## config.mk

```make
export PLATFORM = sky130hd
export DESIGN_NAME = srl_fifo
export DESIGN_NICKNAME = d
export VERILOG_FILES = /design/src/rtl/srl_fifo_pkg.sv /design/src/rtl/srl16_bank.sv /design/src/rtl/srl_fifo.sv
export SDC_FILE = /design/constraint.sdc
export NUM_CORES = 1
export LEC_CHECK = 0
export CAP_MARGIN = 20
export CELL_PAD_IN_SITES_DETAIL_PLACEMENT = 1
export CELL_PAD_IN_SITES_GLOBAL_PLACEMENT = 1
export CORE_UTILIZATION = 49
export DETAILED_ROUTE_END_ITERATION = 12
export PLACE_DENSITY = 0.84
export SYNTH_ARGS = -nofsm -noshare
export SYNTH_HDL_FRONTEND = slang
export SYNTH_SLANG_ARGS = --single-unit
export TNS_END_PERCENT = 50
```

## constraint.sdc

```tcl
create_clock -name CLK -period 18.6 [get_ports CLK]
set_input_delay 3.72 -clock CLK [delete_from_list [all_inputs] [get_ports CLK]]
set_output_delay 3.72 -clock CLK [all_outputs]
set_load 0.01 [all_outputs]
```

## src/rtl/srl_fifo_pkg.sv

```systemverilog
// Shared constants and control-state encoding for the SRL-based FIFO.
package srl_fifo_pkg;

    localparam int unsigned DEPTH  = 16;
    localparam int unsigned CNT_W  = 5;
    localparam int unsigned ADDR_W = 4;

    typedef enum logic [1:0] {
        IDLE,
        HEAD,
        MORE
    } state_e;

endpackage

```

## src/rtl/srl16_bank.sv

```systemverilog
// WIDTH-wide bank of SRLC16E-style shift registers sharing one clock enable
// and one read address; contents are deliberately left unreset.
module srl16_bank
    import srl_fifo_pkg::*;
#(
    parameter int unsigned WIDTH = 8
) (
    input  logic              clk_i,
    input  logic              ce_i,
    input  logic [ADDR_W-1:0] addr_i,
    input  logic [WIDTH-1:0]  d_i,
    output logic [WIDTH-1:0]  q_o
);

    genvar b;
    generate
        for (b = 0; b < WIDTH; b++) begin : g_bit
            logic [DEPTH-1:0] sr_q;

            always_ff @(posedge clk_i) begin
                if (ce_i) begin
                    sr_q <= {sr_q[DEPTH-2:0], d_i[b]};
                end
            end

            assign q_o[b] = sr_q[addr_i];
        end
    endgenerate

endmodule

```

## src/rtl/srl_fifo.sv

```systemverilog
// 17-entry FIFO: 16-deep SRL shift storage feeding a registered output stage,
// with a one-cycle bypass straight into the output register when storage is empty.
module srl_fifo
    import srl_fifo_pkg::*;
#(
    parameter int unsigned WIDTH = 8
) (
    input  logic             CLK,
    input  logic             RST,
    input  logic             WR_EN,
    input  logic [WIDTH-1:0] WR_DATA,
    output logic             FULL,
    output logic [WIDTH-1:0] DOUT,
    output logic             DOUT_VALID,
    input  logic             DOUT_READY,
    output logic [CNT_W-1:0] LEVEL
);

    state_e             state_q, state_d;
    logic [CNT_W-1:0]   cnt_q, cnt_d;
    logic [WIDTH-1:0]   dout_q, dout_d;
    logic               valid;
    logic               push, pop, load, shift_en;
    logic [ADDR_W-1:0]  rd_addr;
    logic [WIDTH-1:0]   srl_rd;

    assign valid   = (state_q != IDLE);
    assign FULL    = (cnt_q == CNT_W'(DEPTH));
    assign push    = WR_EN & ~FULL & ~RST;
    assign pop     = valid & DOUT_READY & ~RST;
    assign load    = ~valid | pop;
    assign rd_addr = cnt_q[ADDR_W-1:0] - ADDR_W'(1);

    srl16_bank #(
        .WIDTH (WIDTH)
    ) u_bank (
        .clk_i  (CLK),
        .ce_i   (shift_en),
        .addr_i (rd_addr),
        .d_i    (WR_DATA),
        .q_o    (srl_rd)
    );

    // Read uses the pre-shift address, so a simultaneous push cannot disturb the word being loaded.
    always_comb begin
        cnt_d    = cnt_q;
        dout_d   = dout_q;
        shift_en = 1'b0;
        if (load) begin
            if (cnt_q != '0) begin
                dout_d   = srl_rd;
                shift_en = push;
                if (!push) begin
                    cnt_d = cnt_q - CNT_W'(1);
                end
            end else if (push) begin
                dout_d = WR_DATA;
            end
        end else if (push) begin
            shift_en = 1'b1;
            cnt_d    = cnt_q + CNT_W'(1);
        end
    end

    always_comb begin
        state_d = state_q;
        case (state_q)
            IDLE: if (push) state_d = HEAD;
            HEAD: begin
                if (pop && !push)      state_d = IDLE;
                else if (push && !pop) state_d = MORE;
            end
            MORE: if (cnt_d == '0) state_d = HEAD;
            default: state_d = IDLE;
        endcase
    end

    always_ff @(posedge CLK) begin
        if (RST) begin
            state_q <= IDLE;
            cnt_q   <= '0;
            dout_q  <= '0;
        end else begin
            state_q <= state_d;
            cnt_q   <= cnt_d;
            dout_q  <= dout_d;
        end
    end

    assign DOUT       = dout_q;
    assign DOUT_VALID = valid;
    assign LEVEL      = cnt_q + CNT_W'(valid);

endmodule
```

==> summary.txt <==
status = finished, violations left
failing checks = DRC
CTS tree = built
cycle use final = 38.8%
Dominant flop cell = edfxtp_1
Final Hold Fails = 0
grt ovf = 0
clk_skew = 0.0139 ns
busiest layer in global routing = met2
CTS H-tree lvls = 4
Adder Area Share = 0.853%
Critical Path End Type = flop
Slew @ Worst Pin = 1.01 ns
DRT Wirelength = 12.7 mm
DRC viols = 3
P&R area growth vs syn = 19.2%
routed vias = 3061
hold endpoint = u_bank.g_bit[4].sr_q[9]$_DFFE_PP_
Synth area leader = edfxtp_1
DIE AREA = 0.0124 mm^2
site row count = 39
Final #Nets = 365
met1 wire length = 5.32 mm
Max-cap violations = 0
synthesized cell area = 0.00587 mm^2
fp util = 50.8%
Simple Share, Synth = 6.40%
ys cells = 314
PD cells = 181 mW/mm^2
Max clock buf depth = 2
Synth flops = 143
CTS Root Cell = clkbuf_16
Critical Path AT = 7.26 ns
placed inst area = 0.00629 mm^2
Top-area cell share = 65.5%
post-route ant nets = 0
Int Pwr = 0.882 mW
min-delay src = u_bank.g_bit[4].sr_q[8]$_DFFE_PP_
hold_ws = 0.450 ns
Net Count, Synth = 330
Clock Sinks = 143
Switching Share = 30.2%
total CTS buffers = 17
RR Endpoint = u_bank.g_bit[4].sr_q[14]$_DFFE_PP_
worst r2r path cells = 7
Worst-path clk slew = 0.06 ns
Worst Path Required = 18.64 ns
Setup crit end = u_bank.g_bit[4].sr_q[14]$_DFFE_PP_
initial antenna violation count = 0
initial DRC count = 286
final setup violation count = 0
Cell area leaders = edfxtp_1 65%, mux4_2 14%, dfxtp_1 5.1%, nor2_1 1.3%, nand2_1 0.90%
sequential cell fraction of total power = 36.5%
total power = 1.26 mW
Die W = 111 um
[cells by family after synthesis]
| family | Yosys count |
|---|---|
| and+or+nand+nor | 65 |
| muxes | 40 |
| AOI/OAI and AO/OA | 32 |
| adders and majority gates | 4 |
| DFF | 143 |
| xor gates and xnor gates | 8 |
| buffers and inverters | 22 |
[power groups by stage]
stage               combinational, mW  clock (mW)  sequential (mW)
floorplan                       0.278           0            0.463
global placement                0.370           0            0.458
detailed placement              0.381           0            0.463
CTS                             0.396       0.419            0.461
global route                    0.418       0.431            0.467
finish                          0.390       0.413            0.461
[cell usage after synthesis, types with 2 or more instances]
| library cell | number |
|---|---|
| edfxtp_1 | 128 |
| mux4_2 | 37 |
| nor2_1 | 21 |
| dfxtp_1 | 15 |
| nand2_1 | 14 |
| buf_2 | 8 |
| nor3_1 | 8 |
| a311oi_1 | 6 |
| a21oi_1 | 5 |
| clkbuf_1 | 5 |
| inv_1 | 5 |
| nor2b_1 | 5 |
| xnor2_1 | 5 |
| a211oi_1 | 4 |
| ha_1 | 4 |
| nand3_1 | 4 |
| buf_4 | 3 |
| mux2i_1 | 3 |
| nand2b_1 | 3 |
| o22ai_1 | 3 |
| xor2_1 | 3 |
| a31o_2 | 2 |
| o21ai_0 | 2 |
[critical path: stages]
cell and delay [ns]:
clkdlybuf4s50_1 0.85, nand2b_4 0.36, nor2_1 0.62, a21boi_4 0.28, buf_4 0.49, buf_4 0.88
[registers in the layout, indices dropped and copies added (netlist names)]
signal	cells
cnt_q	5
u_bank.g_bit.sr_q	128
DOUT	8
state_q	2
[cell type report]
type / instances / share of cell area, %
Clock buffer: 20 / 6.38
Clock inverter: 12 / 3.74
Inverter: 5 / 0.268
Multi-Input combinational cell: 149 / 23.3
Sequential cell: 143 / 59.2
Tap cell: 143 / 2.56
Timing Repair Buffer: 33 / 4.47
Fig. 1: pin placement
Scale: 4 px per um. Pins as bars across the die edge, other pins in grey.
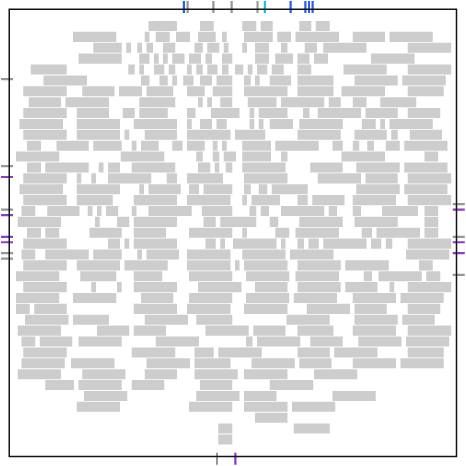
| colour | port | pins | direction | edge |
|---|---|---|---|---|
| blue | `LEVEL` | 5 | output | top |
| purple | `DOUT` | 8 | output | 4 left, 3 right, 1 bottom |
| cyan | `FULL` | 1 | output | top |
Port Buffers: 26
Die Y: 111 um

Fig. 2: gate families picked out
Scale: 2 px per um.
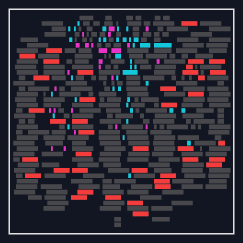
| colour | family | cells |
|---|---|---|
| magenta | nand cells | 24 |
| cyan | nor cells | 39 |
| red | mux cells | 40 |
Top cell excl fill/tap: edfxtp_1
Cell Count, Final, Fillers Out: 505

Fig. 3: sequential cells coloured by netlist name
Scale: 2 px per um. Other cells in grey.
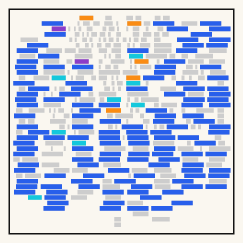
| colour | netlist name | flops |
|---|---|---|
| orange | `cnt_q` | 5 |
| blue | `u_bank.g_bit.sr_q` | 128 |
| cyan | `DOUT` | 8 |
| purple | `state_q` | 2 |
Core Util, Final: 60.5%
flop share of the area: 59.2%
Seq group: 0.461 mW
sequential standard cell area: 0.00415 mm^2

Fig. 4: layout detail
Window x 43 to 68, y 21 to 46 um. Cells in grey, sequential cells in the stronger grey; small squares are vias.
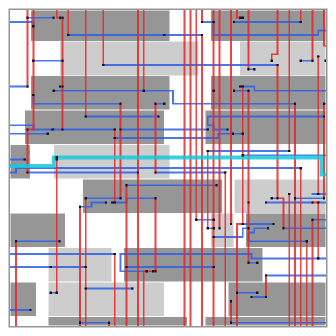
| colour | layer |
|---|---|
| cyan | M3 |
| blue | M1 |
| red | M2 |
cells with their middle in the window: 17
netlist names of flops here include: `u_bank.g_bit.sr_q` (10)
sequential cells in the window: 10
most frequent: edfxtp_1 (10), mux4_2 (2), clkbuf_16 (2)

Fig. 5: track usage over the die
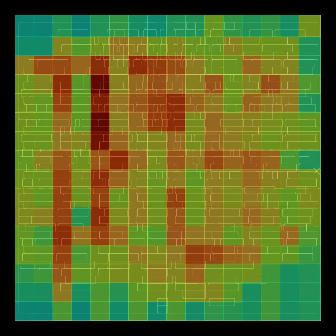
met3 Usage GRT: 6.80%
GR Util met1: 28.2%
DR WL/cell: 25.1 um
Total GRT Usage: 22.5%

Power and IR drop assume default switching activity.
